**src/rtl/wb_stage_gen.sv**
```systemverilog
// -----------------------------------------------------------------------------
// wb_stage_gen
//
// Writeback stage between the memory stage and the register file.  Entries
// arrive from the memory stage, wait in a DEPTH-entry in-order circular buffer
// and retire one per cycle to a register-file write port that may stall.
//
// Optional build macro:
//   WB_PERF_CNT_EN  - when defined, perf_retired / perf_stall count retired
//                     entries and stall cycles; when undefined both are 0.
//
// Ports:
//   clk, reset            clock, asynchronous active-high reset
//   ms_to_ws_valid/bus    incoming entry {pc, be, raddr, wdata}, MSB first
//   ws_allowin            stage accepts an entry this cycle
//   ws_flush              discard every buffered entry
//   rf_ready              register-file write port accepts this cycle
//   ws_to_rf_bus          {we, waddr, wdata} to the register file
//   ws_busy               buffer holds at least one entry
//   ws_fwd_raddr/hit/be/data  bypass lookup for the decode stage
//   debug_wb_*            trace of the retiring entry
//   perf_retired/stall    performance counters
//
// Handshake: an entry moves from the memory stage into this stage on a rising
// edge where ms_to_ws_valid=1, ws_allowin=1 and ws_flush=0.  The memory stage
// must hold its entry stable while ws_allowin=0.  Towards the register file an
// entry retires on an edge where the buffer is non-empty, rf_ready=1 and
// ws_flush=0; rf_ready never depends on anything this stage drives.
// -----------------------------------------------------------------------------
module wb_stage_gen #(
    parameter int PC_W    = 32,
    parameter int DATA_W  = 32,
    parameter int RADDR_W = 5,
    parameter int DEPTH   = 2,
    parameter int CNT_W   = 32
) (
    input  logic                                   clk,
    input  logic                                   reset,
    input  logic                                   ms_to_ws_valid,
    input  logic [PC_W+DATA_W/8+RADDR_W+DATA_W-1:0] ms_to_ws_bus,
    output logic                                   ws_allowin,
    input  logic                                   ws_flush,
    input  logic                                   rf_ready,
    output logic [DATA_W/8+RADDR_W+DATA_W-1:0]     ws_to_rf_bus,
    output logic                                   ws_busy,
    input  logic [RADDR_W-1:0]                     ws_fwd_raddr,
    output logic                                   ws_fwd_hit,
    output logic [DATA_W/8-1:0]                    ws_fwd_be,
    output logic [DATA_W-1:0]                      ws_fwd_data,
    output logic [PC_W-1:0]                        debug_wb_pc,
    output logic [DATA_W/8-1:0]                    debug_wb_rf_we,
    output logic [RADDR_W-1:0]                     debug_wb_rf_waddr,
    output logic [DATA_W-1:0]                      debug_wb_rf_wdata,
    output logic [CNT_W-1:0]                       perf_retired,
    output logic [CNT_W-1:0]                       perf_stall
);

    localparam int BE_W   = DATA_W / 8;
    localparam int BUS_WD = PC_W + BE_W + RADDR_W + DATA_W;
    localparam int PTR_W  = (DEPTH > 1) ? $clog2(DEPTH) : 1;
    localparam int CW     = $clog2(DEPTH + 1);

    localparam logic [CW-1:0]    DEPTH_C  = CW'(DEPTH);
    localparam logic [PTR_W-1:0] LAST_PTR = PTR_W'(DEPTH - 1);

    // ------------------------------------------------------------------
    // Buffer storage and control state
    // ------------------------------------------------------------------
    logic [PC_W-1:0]    r_pc    [DEPTH];
    logic [BE_W-1:0]    r_be    [DEPTH];
    logic [RADDR_W-1:0] r_raddr [DEPTH];
    logic [DATA_W-1:0]  r_data  [DEPTH];

    logic [PTR_W-1:0]   r_head;
    logic [PTR_W-1:0]   r_tail;
    logic [CW-1:0]      r_count;
    logic [PC_W-1:0]    r_last_pc;

    // Incoming entry fields
    logic [PC_W-1:0]    w_in_pc;
    logic [BE_W-1:0]    w_in_be;
    logic [RADDR_W-1:0] w_in_raddr;
    logic [DATA_W-1:0]  w_in_data;

    // Head entry fields
    logic [PC_W-1:0]    w_hd_pc;
    logic [BE_W-1:0]    w_hd_be;
    logic [RADDR_W-1:0] w_hd_raddr;
    logic [DATA_W-1:0]  w_hd_data;

    logic               w_busy;
    logic               w_pop;
    logic               w_push;
    logic [BE_W-1:0]    w_we;
    logic [RADDR_W-1:0] w_waddr;
    logic [DATA_W-1:0]  w_wdata;

    assign w_in_data  = ms_to_ws_bus[DATA_W-1:0];
    assign w_in_raddr = ms_to_ws_bus[DATA_W +: RADDR_W];
    assign w_in_be    = ms_to_ws_bus[DATA_W+RADDR_W +: BE_W];
    assign w_in_pc    = ms_to_ws_bus[BUS_WD-1 -: PC_W];

    assign w_hd_pc    = r_pc[r_head];
    assign w_hd_be    = r_be[r_head];
    assign w_hd_raddr = r_raddr[r_head];
    assign w_hd_data  = r_data[r_head];

    // Pointers wrap explicitly so that DEPTH=3 works as well as powers of 2.
    function automatic logic [PTR_W-1:0] ptr_inc(input logic [PTR_W-1:0] p);
        return (p == LAST_PTR) ? '0 : p + 1'b1;
    endfunction

    // ------------------------------------------------------------------
    // Handshake
    // ------------------------------------------------------------------
    assign w_busy     = (r_count != '0);
    assign w_pop      = w_busy && rf_ready && !ws_flush;
    // A full buffer still accepts when its head leaves in the same cycle.
    assign ws_allowin = (r_count < DEPTH_C) || w_pop;
    assign w_push     = ms_to_ws_valid && ws_allowin && !ws_flush;

    // ------------------------------------------------------------------
    // Control state
    // ------------------------------------------------------------------
    always_ff @(posedge clk or posedge reset) begin
        if (reset) begin
            r_head    <= '0;
            r_tail    <= '0;
            r_count   <= '0;
            r_last_pc <= '0;
        end else if (ws_flush) begin
            r_head  <= '0;
            r_tail  <= '0;
            r_count <= '0;
        end else begin
            if (w_push) begin
                r_tail <= ptr_inc(r_tail);
            end
            if (w_pop) begin
                r_head    <= ptr_inc(r_head);
                r_last_pc <= w_hd_pc;
            end
            case ({w_push, w_pop})
                2'b10:   r_count <= r_count + 1'b1;
                2'b01:   r_count <= r_count - 1'b1;
                default: r_count <= r_count;
            endcase
        end
    end

    // Payload storage carries no reset; every read is qualified by r_count.
    always_ff @(posedge clk) begin
        if (w_push) begin
            r_pc[r_tail]    <= w_in_pc;
            r_be[r_tail]    <= w_in_be;
            r_raddr[r_tail] <= w_in_raddr;
            r_data[r_tail]  <= w_in_data;
        end
    end

    // ------------------------------------------------------------------
    // Register-file write
    // ------------------------------------------------------------------
    // Writes to r0 are suppressed, but the entry still retires.
    assign w_we    = (w_pop && (w_hd_raddr != '0)) ? w_hd_be : '0;
    assign w_waddr = w_busy ? w_hd_raddr : '0;
    assign w_wdata = w_busy ? w_hd_data  : '0;

    assign ws_to_rf_bus      = {w_we, w_waddr, w_wdata};
    assign ws_busy           = w_busy;
    assign debug_wb_rf_we    = w_we;
    assign debug_wb_rf_waddr = w_waddr;
    assign debug_wb_rf_wdata = w_wdata;
    assign debug_wb_pc       = w_pop ? w_hd_pc : r_last_pc;

    // ------------------------------------------------------------------
    // Bypass search
    // ------------------------------------------------------------------
    // Walk valid entries from oldest to youngest; a later match overwrites
    // an earlier one so the youngest entry wins.
    logic [PTR_W-1:0] w_idx;

    always_comb begin
        ws_fwd_hit  = 1'b0;
        ws_fwd_be   = '0;
        ws_fwd_data = '0;
        w_idx       = r_head;
        for (int i = 0; i < DEPTH; i++) begin
            if ((CW'(i) < r_count) && (ws_fwd_raddr != '0) &&
                (r_raddr[w_idx] == ws_fwd_raddr) && (r_be[w_idx] != '0)) begin
                ws_fwd_hit  = 1'b1;
                ws_fwd_be   = r_be[w_idx];
                ws_fwd_data = r_data[w_idx];
            end
            w_idx = ptr_inc(w_idx);
        end
    end

    // ------------------------------------------------------------------
    // Performance counters
    // ------------------------------------------------------------------
`ifdef WB_PERF_CNT_EN
    logic [CNT_W-1:0] r_perf_retired;
    logic [CNT_W-1:0] r_perf_stall;

    // Cleared by reset only; a flush leaves both counts untouched.
    always_ff @(posedge clk or posedge reset) begin
        if (reset) begin
            r_perf_retired <= '0;
            r_perf_stall   <= '0;
        end else begin
            if (w_pop) begin
                r_perf_retired <= r_perf_retired + 1'b1;
            end
            if (w_busy && !rf_ready && !ws_flush) begin
                r_perf_stall <= r_perf_stall + 1'b1;
            end
        end
    end

    assign perf_retired = r_perf_retired;
    assign perf_stall   = r_perf_stall;
`else
    assign perf_retired = '0;
    assign perf_stall   = '0;
`endif

endmodule

```
**config.mk**
```make
export PLATFORM = sky130hd
export DESIGN_NAME = wb_stage_gen
export DESIGN_NICKNAME = d
export VERILOG_FILES = /design/src/rtl/wb_stage_gen.sv
export SDC_FILE = /design/constraint.sdc
export NUM_CORES = 1
export LEC_CHECK = 0
export CAP_MARGIN = 20
export CORE_MARGIN = 5
export CORE_UTILIZATION = 46
export CTS_CLUSTER_DIAMETER = 200
export DETAILED_ROUTE_END_ITERATION = 7
export PLACE_DENSITY_LB_ADDON = 0.05
export SLEW_MARGIN = 10
export SYNTH_ARGS = -nofsm -noshare
export SYNTH_HDL_FRONTEND = slang
export SYNTH_SLANG_ARGS = --single-unit
```
**constraint.sdc**
```tcl
create_clock -name clk -period 9.5 [get_ports clk]
set_clock_uncertainty 0.15 [all_clocks]
set_input_delay 2.85 -clock clk [delete_from_list [all_inputs] [get_ports clk]]
set_output_delay 2.85 -clock clk [all_outputs]
set_load 0.005 [all_outputs]
```
Run 1, the metal 1 layer:
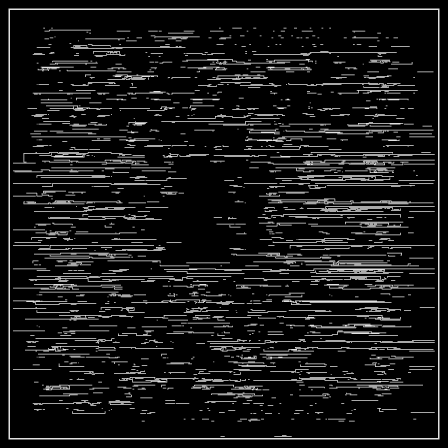
The layer holds 41% of the routed length. 829 nets have wire on it. The layer carries 8,460 um of wire.
routed wire length: 20,450 um
Vias: 5,645
GR met1 Demand/Resource: 21.58%

Run 1, metal 2:
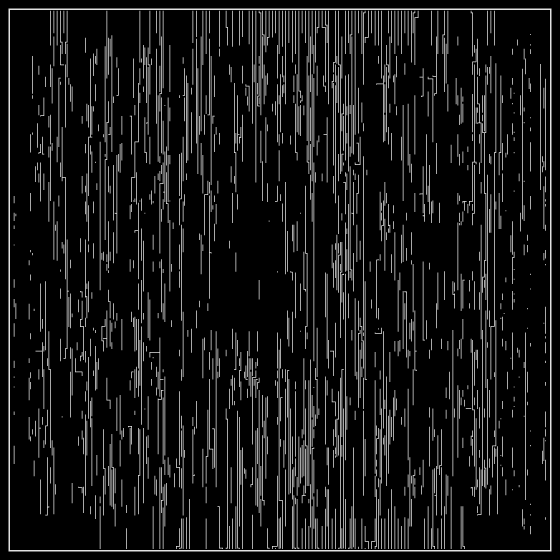
The longest straight run is 55.1 um. 879 nets have wire on it. The wires run mostly vertical.
routing usage on met2: 30.68%

Run 1, signal wires on met3:
Bar = 50 um. Cells faint in the background.
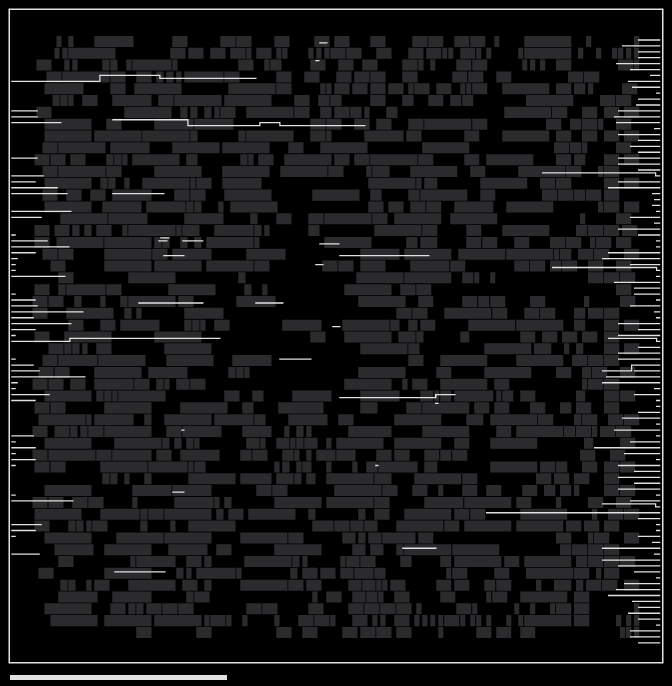
The layer holds 6.3% of the routed length. The longest straight run is 39.8 um.
routing usage on met3: 4.482%

==> notes.md <==
flow finished, numbers: count of pins on the block boundary ~300, FP Core Util 46.50%, Cell Count, Final, Fillers Out between 1,000 and 1,500, outcome completed, clk_lat worst skew 0.43 ns, RSZ-0062 raised after global routing no, Top logic family multiplexers, post-synthesis async set-or-reset flop share slightly below 20%, clock sinks about 180, vias in the first global route ~5,600, Post-DP HPWL between 10,000 and 15,000 um, critical path depth 7, most frequent CP cell clkdlybuf4s50_1, pre-CTS setup slack approximately 0.97 ns, crit path max fanout 37, CP Capture Type output port, r2r startpoint r_count[1]$_DFFE_PP0P_, synthesis area per yosys 0.009021 sq mm, fmax between 0.1 and 0.15 GHz, placed instance count ~1,100, gr ovfl total 0, Yosys Instances a little over 700, final core utilization between 60 and 70%, Cell area leaders edfxtp_1, mux2i_1, dfrtp_1, buf_4, a21oi_1, PortBufs approximately 240, slowest cell delay on critical path between 0.5 and 0.6 ns, global-route wire length before repair roughly 30,000 um, adder share less than 1%, Area Growth Syn to Fin 29.83%
run 1: metal layers:
layer | vias up | wire, um
met3 | 22 | 1282
met2 | 181 | 10340
met5 | - | 13
met1 | 2696 | 8461
li1 | 2744 | -
met4 | 2 | 346
run 1: layout make-up:
cell class | instances | area share [%]
sequential | 182 | 45.16
timing repair buffer | 247 | 20.96
inverter | 5 | 0.1602
tap | 265 | 2.831
multi-input combinational | 437 | 25.67
clock buffer | 17 | 3.632
clock inverter | 15 | 1.592
run 1: flip-flops by register name, indices dropped and copies added, names as in the netlist:
name	flops
r_data	64
r_be	8
r_tail	1
r_pc	64
r_raddr	10
r_count	2
r_last_pc	32
r_head	1
